--- src/rtl/alu_arbiter.sv ---
// ---------------------------------------------------------------------------
// alu_arbiter
//   Round-robin arbiter sharing one single-cycle-latency ALU among N_REQ
//   requesters. Each requester hands over instr/op1/op2 with a valid/ready
//   handshake. Its result comes back one cycle later on a per-requester
//   response channel, together with an illegal-opcode flag.
//
// Parameters
//   N_REQ  number of requesters (2..8)
//   TRACE  nonzero: print each grant in simulation (not in synthesis builds)
//
// Ports
//   clk, rst            clock, synchronous active-high reset
//   i_req_valid/o_req_ready        per-requester request handshake
//                                  (o_req_ready is one-hot)
//   i_req_instr/i_req_op1/i_req_op2  per-requester 32-bit slices [32*i +: 32]
//   o_rsp_valid/i_rsp_ready        per-requester response handshake
//                                  (at most one bit of o_rsp_valid is set)
//   o_rsp_result, o_rsp_illegal    shared response payload
//   o_alu_enable/o_alu_instr/o_alu_op1/o_alu_op2   drive the ALU
//   i_alu_instr_exec, i_alu_result                 returned by the ALU
//
// Optional feature (macro ALU_ARB_STATS_EN)
//   o_grant_count   N_REQ x 16-bit saturating grant counters
//   o_illegal_count 16-bit saturating count of accepted illegal responses
// ---------------------------------------------------------------------------
module alu_arbiter #(
    parameter int unsigned N_REQ = 2,
    parameter int unsigned TRACE = 0
) (
    input  logic                  clk,
    input  logic                  rst,
    input  logic [N_REQ-1:0]      i_req_valid,
    output logic [N_REQ-1:0]      o_req_ready,
    input  logic [N_REQ*32-1:0]   i_req_instr,
    input  logic [N_REQ*32-1:0]   i_req_op1,
    input  logic [N_REQ*32-1:0]   i_req_op2,
    output logic [N_REQ-1:0]      o_rsp_valid,
    input  logic [N_REQ-1:0]      i_rsp_ready,
    output logic [31:0]           o_rsp_result,
    output logic                  o_rsp_illegal,
`ifdef ALU_ARB_STATS_EN
    output logic [N_REQ*16-1:0]   o_grant_count,
    output logic [15:0]           o_illegal_count,
`endif
    output logic                  o_alu_enable,
    output logic [31:0]           o_alu_instr,
    output logic [31:0]           o_alu_op1,
    output logic [31:0]           o_alu_op2,
    input  logic                  i_alu_instr_exec,
    input  logic [31:0]           i_alu_result
);

    localparam int unsigned IW = (N_REQ > 1) ? $clog2(N_REQ) : 1;

    logic [IW-1:0] r_rr_ptr;
    logic          r_pend_valid;
    logic [IW-1:0] r_pend_idx;

    logic          w_slot_free;
    logic          w_any;
    logic          w_grant;
    logic [IW-1:0] w_winner;
    logic [IW-1:0] w_next_ptr;
    logic          w_rsp_accept;
    int unsigned   w_scan_idx;

    // The pending slot frees up in the same cycle its response is taken,
    // which is what allows one op per cycle.
    assign w_rsp_accept = r_pend_valid && i_rsp_ready[r_pend_idx];
    assign w_slot_free  = !r_pend_valid || i_rsp_ready[r_pend_idx];

    // Scan requesters starting at the round-robin pointer; first hit wins.
    always_comb begin
        w_any      = 1'b0;
        w_winner   = '0;
        w_scan_idx = 0;
        for (int unsigned k = 0; k < N_REQ; k++) begin
            w_scan_idx = 32'(r_rr_ptr) + k;
            if (w_scan_idx >= N_REQ) begin
                w_scan_idx = w_scan_idx - N_REQ;
            end
            if (!w_any && i_req_valid[IW'(w_scan_idx)]) begin
                w_any    = 1'b1;
                w_winner = IW'(w_scan_idx);
            end
        end
    end

    assign w_grant    = w_slot_free && w_any;
    assign w_next_ptr = (w_winner == IW'(N_REQ - 1)) ? '0 : w_winner + 1'b1;

    assign o_req_ready  = w_grant ? ({{(N_REQ-1){1'b0}}, 1'b1} << w_winner) : '0;
    assign o_alu_enable = w_grant;
    assign o_alu_instr  = w_grant ? i_req_instr[32*w_winner +: 32] : '0;
    assign o_alu_op1    = w_grant ? i_req_op1[32*w_winner +: 32]   : '0;
    assign o_alu_op2    = w_grant ? i_req_op2[32*w_winner +: 32]   : '0;

    always_ff @(posedge clk) begin
        if (rst) begin
            r_rr_ptr     <= '0;
            r_pend_valid <= 1'b0;
            r_pend_idx   <= '0;
        end else if (w_grant) begin
            r_rr_ptr     <= w_next_ptr;
            r_pend_valid <= 1'b1;
            r_pend_idx   <= w_winner;
        end else begin
            r_pend_valid <= r_pend_valid && !i_rsp_ready[r_pend_idx];
        end
    end

    // The ALU keeps result/instr_exec stable while alu_enable is low, so the
    // response payload can be taken straight from it during a stall.
    assign o_rsp_valid   = r_pend_valid ? ({{(N_REQ-1){1'b0}}, 1'b1} << r_pend_idx) : '0;
    assign o_rsp_result  = i_alu_result;
    assign o_rsp_illegal = r_pend_valid && !i_alu_instr_exec;

`ifdef ALU_ARB_STATS_EN
    logic [15:0] r_grant_cnt [N_REQ];
    logic [15:0] r_illegal_cnt;

    always_ff @(posedge clk) begin
        if (rst) begin
            for (int i = 0; i < int'(N_REQ); i++) begin
                r_grant_cnt[i] <= '0;
            end
            r_illegal_cnt <= '0;
        end else begin
            for (int i = 0; i < int'(N_REQ); i++) begin
                if (w_grant && (w_winner == IW'(i)) && (r_grant_cnt[i] != 16'hFFFF)) begin
                    r_grant_cnt[i] <= r_grant_cnt[i] + 16'd1;
                end
            end
            if (w_rsp_accept && !i_alu_instr_exec && (r_illegal_cnt != 16'hFFFF)) begin
                r_illegal_cnt <= r_illegal_cnt + 16'd1;
            end
        end
    end

    for (genvar g = 0; g < int'(N_REQ); g++) begin : g_cnt_out
        assign o_grant_count[16*g +: 16] = r_grant_cnt[g];
    end
    assign o_illegal_count = r_illegal_cnt;
`else
    logic w_unused_accept;
    assign w_unused_accept = w_rsp_accept;
`endif

`ifndef SYNTHESIS
    always @(posedge clk) begin
        if (TRACE != 0 && !rst && w_grant) begin
            $display("alu_arbiter: grant req %0d instr %08h", w_winner, o_alu_instr);
        end
    end
`endif

endmodule

--- config.mk ---
export PLATFORM = sky130hd
export DESIGN_NAME = alu_arbiter
export DESIGN_NICKNAME = d
export VERILOG_FILES = /design/src/rtl/alu_arbiter.sv
export SDC_FILE = /design/constraint.sdc
export NUM_CORES = 1
export LEC_CHECK = 0
export CAP_MARGIN = 40
export CORE_AREA = 4 4 139 141
export CTS_BUF_LIST = sky130_fd_sc_hd__clkbuf_8
export DETAILED_ROUTE_END_ITERATION = 6
export DIE_AREA = 0 0 143 145
export DONT_BUFFER_PORTS = 1
export SLEW_MARGIN = 20
export SYNTH_ARGS = -nofsm -noshare
export SYNTH_HDL_FRONTEND = slang
export SYNTH_SLANG_ARGS = --single-unit
--- constraint.sdc ---
create_clock -name clk -period 2.5 [get_ports clk]
set_clock_uncertainty 0.2 [all_clocks]
set_input_delay 0.25 -clock clk [delete_from_list [all_inputs] [get_ports clk]]
set_output_delay 0.25 -clock clk [all_outputs]
set_load 0.01 [all_outputs]
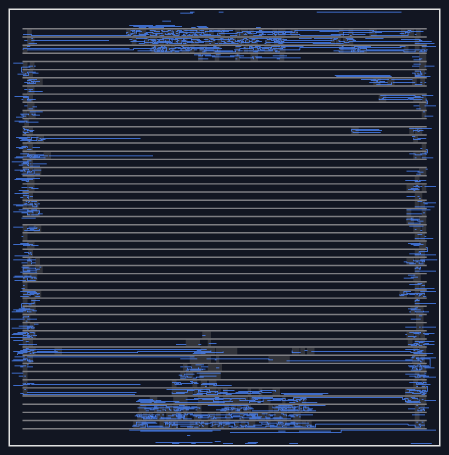
Figure 1: run 1, M1 wires.
Drawn at 3 px/µm. Supply wires on this layer in grey.
nets with wire on the layer: 417
main direction: horizontal
longest straight run: 61.2 µm
share of all routed wire: 34%
wire length on this layer: 3900 µm

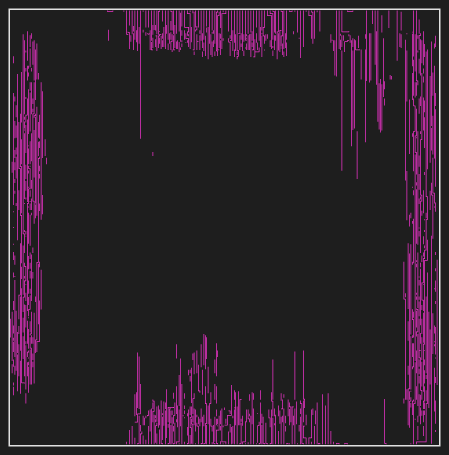
Figure 2: run 1, metal 2.
Drawn at 3 px/µm.
wire length on this layer: 6040 µm
nets with wire on the layer: 478
longest straight run: 69.2 µm
main direction: vertical
total number of vias: 3088
grt met2 use: 0.181

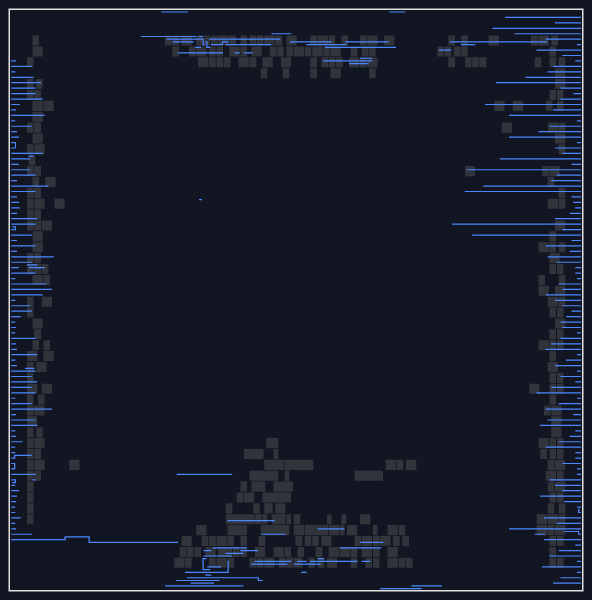
Figure 3: run 1, signal wires on met3.
Drawn at 4 px/µm.
nets with wire on the layer: 226
main direction: horizontal
share of all routed wire: 13%
longest straight run: 32.0 µm
WL final: 11.6 mm
grt met3 use: 0.0276

==> deck_impl_summary.md, run 1 <==
Key Metrics from the Run

Status
  • Run status: completed

Synthesis
  • Synthesized area per cell: 5.92 µm²
  • Yosys chip area: 2430 µm²
  • Cell area leaders: o211ai_1 (30%), a21oi_1 (20%), nand3_1 (20%)
  • Top non-seq family: AND-OR/OR-AND gates
  • AND/OR/NAND/NOR Cells, Area Fraction: 0.238
  • Top area contributor share: 0.296
  • Dominant Register Cell: dfxtp_1
  • Area leader, netlist: o211ai_1

Worst setup path
  • Stages on the worst setup path: 4
  • Flop2flop setup slack: 0.72 ns
  • CP Capture Point: o_alu_op1[17]
  • Slowest CP cell: dfxtp_1
  • CP Data Arrival Time: 1.71 ns

Power
  • Lkg Pwr: 0.552 nW
  • Sequential power: 0.0000593 W
  • Sw Pwr: 0.000457 W
  • Seq pwr share: 0.075
  • Sw Ratio: 0.578

Final layout
  • Data buffer area share: 0.0460
  • Final core utilization: 0.130
  • Reg area: 60.1 µm²
  • Fraction of area in multi-input gates: 0.781
  • Dominant logic cell types in the final layout: a21oi_1 (98), nand3_1 (96), o211ai_1 (96)
  • Sequential cell area share: 0.0257
  • Mi-comb count: 309

Final timing
  • Final max-slew violation count: 0
  • Worst Max-Slew Pin Slew: 0.557 ns
  • Fmax: 0.463 GHz

Drt
  • Top Layer Used: met4
  • Starting DRT DRC Count: 212
  • Met3 WL post-DR: 1.51 mm
  • DRC violation count after routing: 0

Placed design
  • DP Cell Count: 552

Clock network
  • Num CTS Buffers: 3
  • Post-CTS Resized: 0
  • CTS Sinks: 3
  • H-Tree Level Count: 1

Global route
  • Initial antenna violation count: 0
  • Met1 Resource Use GR: 0.0974

Floorplanning
  • Tap cells: 229
==> run 1 -> run 2 <==
--- a/config.mk
+++ b/config.mk
@@ -11,6 +11,7 @@
 export DETAILED_ROUTE_END_ITERATION = 6
 export DIE_AREA = 0 0 143 145
 export DONT_BUFFER_PORTS = 1
+export GPL_ROUTABILITY_DRIVEN = 0
 export SLEW_MARGIN = 20
 export SYNTH_ARGS = -nofsm -noshare
 export SYNTH_HDL_FRONTEND = slang
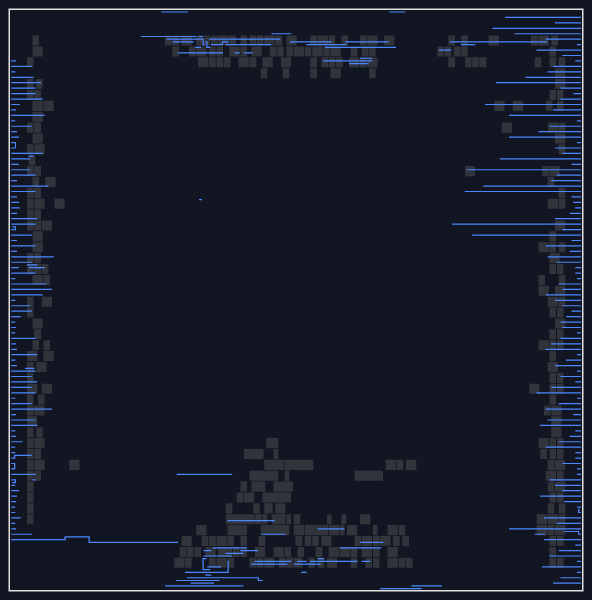
Figure 4: run 2, signal wires on met3.
Drawn at 4 px/µm.
wire length on this layer: 1510 µm
longest straight run: 32.0 µm
nets with wire on the layer: 226
main direction: horizontal

==> run 2 against run 1 <==
Compared with the run above:
- hold slack stayed put
- sequential share of layout area stayed put
- non-clock buffer count stayed put
- final cell count stayed put
- first-iteration DRC count stayed put
- routed wire length stayed put
- critical endpoint unchanged
- largest cell class unchanged
==> deck_impl_summary.md, run 2 <==
Key Metrics from the Run

Global route
  • Met1 Resource Use GR: 0.0974
  • Grt met2 use: 0.181
  • Initial antenna violation count: 0
  • Grt met3 use: 0.0276

Worst setup path
  • Slowest CP cell: dfxtp_1
  • Stages on the worst setup path: 4
  • CP Data Arrival Time: 1.71 ns
  • CP Capture Point: o_alu_op1[17]

Final layout
  • Fraction of area in multi-input gates: 0.781
  • Dominant logic cell types in the final layout: a21oi_1 (98), nand3_1 (96), o211ai_1 (96)
  • Reg area: 60.1 µm²
  • Mi-comb count: 309
  • Data buffer area share: 0.0460

Synthesis
  • Dominant Register Cell: dfxtp_1
  • Cell area leaders: o211ai_1 (30%), a21oi_1 (20%), nand3_1 (20%)
  • Yosys chip area: 2430 µm²
  • Synthesized area per cell: 5.92 µm²
  • Top non-seq family: AND-OR/OR-AND gates
  • Area leader, netlist: o211ai_1
  • AND/OR/NAND/NOR Cells, Area Fraction: 0.238

Power
  • Sequential power: 0.0000593 W
  • Sw Ratio: 0.578
  • Seq pwr share: 0.075

Drt
  • Top Layer Used: met4
  • DRC violation count after routing: 0
  • Total number of vias: 3088
  • Starting DRT DRC Count: 212
  • Met3 WL post-DR: 1.51 mm

Placed design
  • DP Cell Count: 552

Clock network
  • CTS Sinks: 3
  • Post-CTS Resized: 0
  • H-Tree Level Count: 1

Status
  • Run status: completed

Floorplanning
  • Tap cells: 229

Final timing
  • Fmax: 0.463 GHz
  • Final max-slew violation count: 0
  • Worst Max-Slew Pin Slew: 0.557 ns
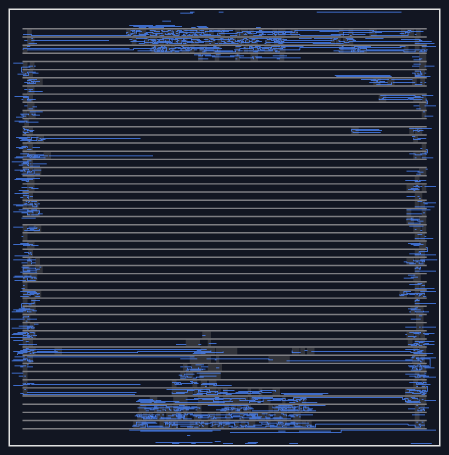
Figure 5: run 2, M1 wires.
Drawn at 3 px/µm. Supply wires on this layer in grey.
wire length on this layer: 3900 µm
main direction: horizontal
longest straight run: 61.2 µm

Power is estimated from default activity; no workload was simulated.
